Run 1, metal 1:
Scale: 2 px per um.
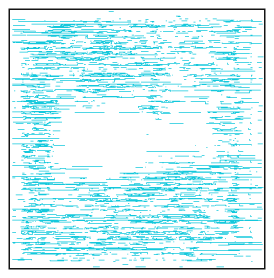
Run 1, track usage over the die:
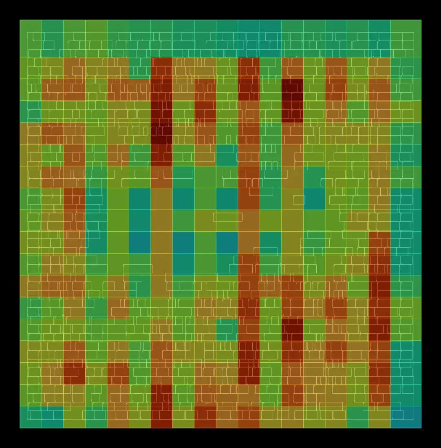
Run 1, clock wires, drivers and flops:
Scale: 2 px per um.
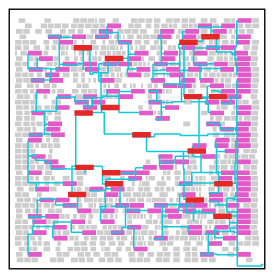
Run 1, layout detail:
Region (83, 84) to (108, 109) um. Cells in gray, sequential cells in the stronger gray; small squares are vias.
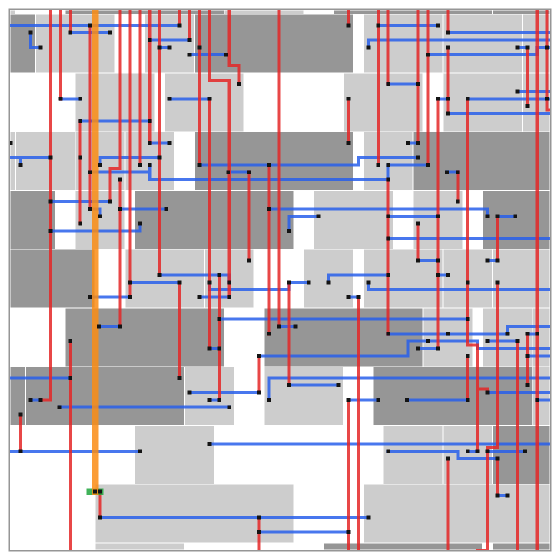
$ cat src/rtl/ahb_lite_master_arbiter.sv
`default_nettype none
// ============================================================================
// Module   : ahb_lite_master_arbiter
// Function : Round-robin sharing of one AHB-Lite master port by two requesters,
//            SINGLE transfers only, with ERROR-cancel and in-order re-issue.
// Revision : 1.0 - initial release
// ============================================================================
module ahb_lite_master_arbiter #(
    parameter int ADDRWIDTH = 32,
    parameter int DATAWIDTH = 32
) (
    input  logic                 HCLK,
    input  logic                 HRESET,
    input  logic                 req0_valid,
    input  logic                 req0_write,
    input  logic [ADDRWIDTH-1:0] req0_addr,
    input  logic [2:0]           req0_size,
    input  logic [DATAWIDTH-1:0] req0_wdata,
    output logic                 req0_ready,
    output logic                 req0_done,
    output logic                 req0_err,
    output logic [DATAWIDTH-1:0] req0_rdata,
    input  logic                 req1_valid,
    input  logic                 req1_write,
    input  logic [ADDRWIDTH-1:0] req1_addr,
    input  logic [2:0]           req1_size,
    input  logic [DATAWIDTH-1:0] req1_wdata,
    output logic                 req1_ready,
    output logic                 req1_done,
    output logic                 req1_err,
    output logic [DATAWIDTH-1:0] req1_rdata,
    output logic [ADDRWIDTH-1:0] HADDR,
    output logic                 HWRITE,
    output logic [2:0]           HSIZE,
    output logic [1:0]           HTRANS,
    output logic [2:0]           HBURST,
    output logic [DATAWIDTH-1:0] HWDATA,
    input  logic [DATAWIDTH-1:0] HRDATA,
    input  logic                 HREADY,
    input  logic                 HRESP
);

    localparam logic [1:0] c_htrans_idle   = 2'b00;
    localparam logic [1:0] c_htrans_nonseq = 2'b10;
    localparam logic [2:0] c_hburst_single = 3'b000;

    // Address phase
    logic                 r_nonseq;
    logic [ADDRWIDTH-1:0] r_haddr;
    logic                 r_hwrite;
    logic [2:0]           r_hsize;
    logic [DATAWIDTH-1:0] r_ap_wdata;
    logic                 r_ap_owner;
    logic                 r_retry;
    // Data phase
    logic                 r_dp_valid;
    logic                 r_dp_owner;
    logic                 r_dp_write;
    logic [DATAWIDTH-1:0] r_hwdata;
    // Arbitration: requester that wins the next contention
    logic                 r_prefer;
    // Completion
    logic                 r_done0;
    logic                 r_done1;
    logic                 r_err0;
    logic                 r_err1;
    logic [DATAWIDTH-1:0] r_rdata0;
    logic [DATAWIDTH-1:0] r_rdata1;

    logic w_free;
    logic w_grant0;
    logic w_grant1;
    logic w_accept;
    logic w_sel;
    logic w_cancel;
    logic w_complete;

    // A retained (cancelled) transfer blocks the slot until it is re-issued.
    assign w_free     = (!r_nonseq || HREADY) && !r_retry;
    assign w_grant0   = req0_valid && (!req1_valid || !r_prefer);
    assign w_grant1   = req1_valid && (!req0_valid ||  r_prefer);
    assign req0_ready = w_grant0 && w_free && !HRESET;
    assign req1_ready = w_grant1 && w_free && !HRESET;
    assign w_accept   = req0_ready || req1_ready;
    assign w_sel      = req1_ready;
    assign w_cancel   = HRESP && !HREADY && r_dp_valid && r_nonseq;
    assign w_complete = HREADY && r_dp_valid;

    always_ff @(posedge HCLK) begin
        if (HRESET) begin
            r_nonseq   <= 1'b0;
            r_haddr    <= '0;
            r_hwrite   <= 1'b0;
            r_hsize    <= 3'b000;
            r_ap_wdata <= '0;
            r_ap_owner <= 1'b0;
            r_retry    <= 1'b0;
            r_dp_valid <= 1'b0;
            r_dp_owner <= 1'b0;
            r_dp_write <= 1'b0;
            r_hwdata   <= '0;
            r_prefer   <= 1'b0;
            r_done0    <= 1'b0;
            r_done1    <= 1'b0;
            r_err0     <= 1'b0;
            r_err1     <= 1'b0;
            r_rdata0   <= '0;
            r_rdata1   <= '0;
        end else begin
            if (w_cancel) begin
                r_nonseq <= 1'b0;
                r_retry  <= 1'b1;
            end else if (r_retry && HREADY) begin
                r_nonseq <= 1'b1;
                r_retry  <= 1'b0;
            end else if (w_accept) begin
                r_nonseq   <= 1'b1;
                r_haddr    <= w_sel ? req1_addr  : req0_addr;
                r_hwrite   <= w_sel ? req1_write : req0_write;
                r_hsize    <= w_sel ? req1_size  : req0_size;
                r_ap_wdata <= w_sel ? req1_wdata : req0_wdata;
                r_ap_owner <= w_sel;
                r_prefer   <= ~w_sel;
            end else if (w_free) begin
                r_nonseq <= 1'b0;
            end

            if (HREADY) begin
                r_dp_valid <= r_nonseq;
                r_dp_owner <= r_ap_owner;
                r_dp_write <= r_hwrite;
                if (r_nonseq) begin
                    r_hwdata <= r_ap_wdata;
                end
            end

            r_done0  <= w_complete && !r_dp_owner;
            r_done1  <= w_complete &&  r_dp_owner;
            r_err0   <= w_complete && !r_dp_owner && HRESP;
            r_err1   <= w_complete &&  r_dp_owner && HRESP;
            r_rdata0 <= (w_complete && !r_dp_owner && !r_dp_write) ? HRDATA : '0;
            r_rdata1 <= (w_complete &&  r_dp_owner && !r_dp_write) ? HRDATA : '0;
        end
    end

    assign HADDR      = r_haddr;
    assign HWRITE     = r_hwrite;
    assign HSIZE      = r_hsize;
    assign HTRANS     = r_nonseq ? c_htrans_nonseq : c_htrans_idle;
    assign HBURST     = c_hburst_single;
    assign HWDATA     = r_hwdata;
    assign req0_done  = r_done0;
    assign req1_done  = r_done1;
    assign req0_err   = r_err0;
    assign req1_err   = r_err1;
    assign req0_rdata = r_rdata0;
    assign req1_rdata = r_rdata1;

endmodule
`default_nettype wire

$ cat config.mk
export PLATFORM = sky130hd
export DESIGN_NAME = ahb_lite_master_arbiter
export DESIGN_NICKNAME = d
export VERILOG_FILES = /design/src/rtl/ahb_lite_master_arbiter.sv
export SDC_FILE = /design/constraint.sdc
export NUM_CORES = 1
export LEC_CHECK = 0
export ABC_CLOCK_PERIOD_IN_PS = 3600
export CORE_AREA = 2 2 125 127
export CTS_CLUSTER_DIAMETER = 60
export DETAILED_ROUTE_END_ITERATION = 16
export DIE_AREA = 0 0 127 129
export MAX_ROUTING_LAYER = met4
export PLACE_DENSITY = 0.9
export SETUP_SLACK_MARGIN = 0.1
export SKIP_CTS_REPAIR_TIMING = 1
export SYNTH_ARGS = -nofsm -noshare
export SYNTH_HDL_FRONTEND = slang
export SYNTH_SLANG_ARGS = --single-unit
$ cat constraint.sdc
create_clock -name HCLK -period 3.6 [get_ports HCLK]
set_input_delay 0.54 -clock HCLK [delete_from_list [all_inputs] [get_ports HCLK]]
set_output_delay 0.54 -clock HCLK [all_outputs]
set_load 0.02 [all_outputs]
==> out/qor.yml, run 1 <==
status: "finished, final reports clean"
critPathMostFrequentCell: "sky130_fd_sc_hd__clkdlybuf4s50_1"
power_leader: "sequential cells"
yosysWarningCount: 0
signal_buffers: 325
detailedPlacementHpwl_um: 13530
globalRouteMet1Util: 0.2854
hold_depth: 2
detailroute.via_count: 6232
netlist_instances: 661
timing.rr.end: "HADDR[25]$_SDFFE_PP0P_"
clock_cell_share: 0.05646
area_growth_syn_to_fin_pct: 56.42
finalSetupViolCount: 0
combGateArea_um2: 2646
p_int_uw: 3318
drt-initial-drc-count: 431
detail_route.wirelength_um: 19760
synth_dominant_cell_count: "sky130_fd_sc_hd__dfxtp_1"
yosys.area.top_type_share: 0.5375
chipWidth_um: 127
dr_wl_met2_um: 9942
ys_sh_mux: 0.003072
register_area_um2: 3503
top_level_ports: 317
crit_slowest_cell: "sky130_fd_sc_hd__clkdlybuf4s50_1"
drtAntennaViolNets: 0
grt_pass1_wl_um: 30630
dieHeight_um: 129
number_of_global_route_vias_before_repair: 5916
nonClockInverterCount: 1
final_util: 0.6807
end_kind: "output pin"
synth.yosys.num_cells: 661
final_layout_size_suffix_gt1_frac: 0.06838
timing.critical_path.from_type: "input port"
routedLengthMet1_um: 8106
max-cap-violations: 0
synth_compound_gate_area_share: 0.2780
worstPathMaxFanout: 10
slew_violations: 0
warnings: 26
critPathRequiredTime_ns: 3.06
critical_path_class: "in -> out"
design.final.nets: 1097
detailroute.wirelength.met3_um: 1385
clock_tree.buffer_depth: 2
cts_tree: "yes"
seq_power_share: 0.455
nonClkBufAreaFrac: 0.3169
Back to the opening pictures, 'metal 1':
share of all routed wire: 41%
nets with wire on the layer: 955
longest straight run: 35.9 um
wire length on this layer: 8,110 um
main direction: horizontal

Back to the opening pictures, 'track usage over the die':
met2 capacity usage during global routing: 0.4105
wire length per cell: 17.58 um
M3 GR Usage: 0.06112
global routing usage summed across all routing layers: 0.2433

Back to the opening pictures, 'clock wires, drivers and flops':
legend:
  red:
    item: cells driving clock nets
    count: 17
  cyan:
    item: clock wires
    length: 1,880 um
  magenta:
    item: flip-flops
    count: 175
routed clock nets: 18
clock latency on the worst-skew pair: 0.43 ns
clk_skew: 0.01002 ns

Back to the opening pictures, 'layout detail':
legend:
  red:
    layer: met2
  green:
    layer: met3
  orange:
    layer: met4
  blue:
    layer: met1
cells with their middle in the window: 41
sequential cells in the window: 9
netlist names of flops here include: `req0_rdata` (5), `req1_rdata` (4)
most frequent: and2_1 (15), clkdlybuf4s50_1 (13), dfxtp_1 (9)

Run 1, gate families picked out:
Scale: 2 px per um.
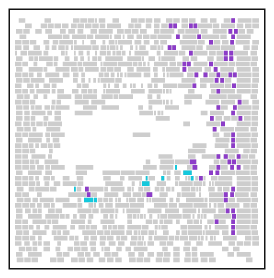

==> run 1 -> run 2 <==
--- a/config.mk
+++ b/config.mk
@@ -6,13 +6,15 @@
 export NUM_CORES = 1
 export LEC_CHECK = 0
 export ABC_CLOCK_PERIOD_IN_PS = 3600
-export CORE_AREA = 2 2 125 127
+export CELL_PAD_IN_SITES_DETAIL_PLACEMENT = 0
+export CELL_PAD_IN_SITES_GLOBAL_PLACEMENT = 1
+export CORE_AREA = 3 3 147 149
 export CTS_CLUSTER_DIAMETER = 60
 export DETAILED_ROUTE_END_ITERATION = 16
-export DIE_AREA = 0 0 127 129
+export DIE_AREA = 0 0 150 152
 export MAX_ROUTING_LAYER = met4
 export PLACE_DENSITY = 0.9
-export SETUP_SLACK_MARGIN = 0.1
+export SETUP_SLACK_MARGIN = 0.3
 export SKIP_CTS_REPAIR_TIMING = 1
 export SYNTH_ARGS = -nofsm -noshare
 export SYNTH_HDL_FRONTEND = slang
Run 2, gate families picked out:
Scale: 2 px per um.
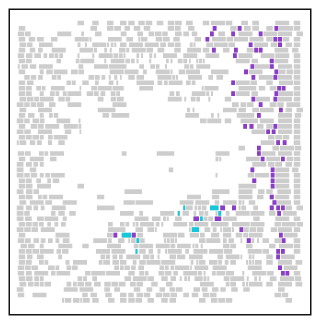
legend:
  cyan:
    family: NOR gates
    cells: 9
  purple:
    family: AND and OR gates
    cells: 72
    most_used: and2_1
    where: a column on the right
highest-count logic cell in the final layout: sky130_fd_sc_hd__clkdlybuf4s50_1
proportion of cell area occupied by multi-input gates: 0.2570
final cell count without fillers: 1,206

==> run 2 against run 1 <==
Count of clock-buffer cells in the layout grew 1. Sequential cell count is the same. Highest routed layer unchanged. Largest cell class unchanged. Sequential share of layout area shrank 0.34 points. Critical path type unchanged. Final cell count grew 7.3%. Hold slack lost 0.031 ns. Clock power is essentially flat. Final area grew 0.99%. Maximum frequency grew 10%. Setup slack gained 0.29 ns. Clock skew grew 0.0060 ns.
==> out/qor.yml, run 2 <==
status: "finished, final reports clean"
hold_depth: 2
critical_path_class: "in -> out"
finClkSkew_ns: 0.01603
warnings: 28
netlist_instances: 661
seq_power_share: 0.452
nonClkBufAreaFrac: 0.3138
end_kind: "output pin"
finalSetupViolCount: 0
wire_per_inst_um: 17.36
synth_dominant_cell_count: "sky130_fd_sc_hd__dfxtp_1"
p_int_uw: 3320
yosysWarningCount: 0
number_of_global_route_vias_before_repair: 5667
worst_skew_pair.late_latency_ns: 0.42
timing.critical_path.from_type: "input port"
final_layout_size_suffix_gt1_frac: 0.06731
detailroute.wirelength.met3_um: 2118
area_growth_syn_to_fin_pct: 57.98
detailroute.via_count: 6149
register_area_um2: 3503
critPathRequiredTime_ns: 3.06
pwr-share-comb: 0.160
clock_cell_share: 0.05578
dieHeight_um: 152
power_leader: "sequential cells"
combGateArea_um2: 2646
drt-initial-drc-count: 378
worstPathMaxFanout: 10
clock_tree.buffer_depth: 2
ys_sh_mux: 0.003072
routedLengthMet1_um: 8531
dr_wl_met2_um: 10180
detailedPlacementHpwl_um: 14180
max-cap-violations: 0
crit_slowest_cell: "sky130_fd_sc_hd__clkdlybuf4s50_1"
grt_usage: 0.1778
met2_capacity_usage_during_global_routing: 0.2925
met3_usage: 0.06524
cts_tree: "yes"
globalRouteMet1Util: 0.2077
timing.rr.end: "r_ap_wdata[22]$_SDFFE_PP0P_"
synth_compound_gate_area_share: 0.2780
final_util: 0.5072
Power figures rest on the tool's default switching activity, not on a simulated workload.
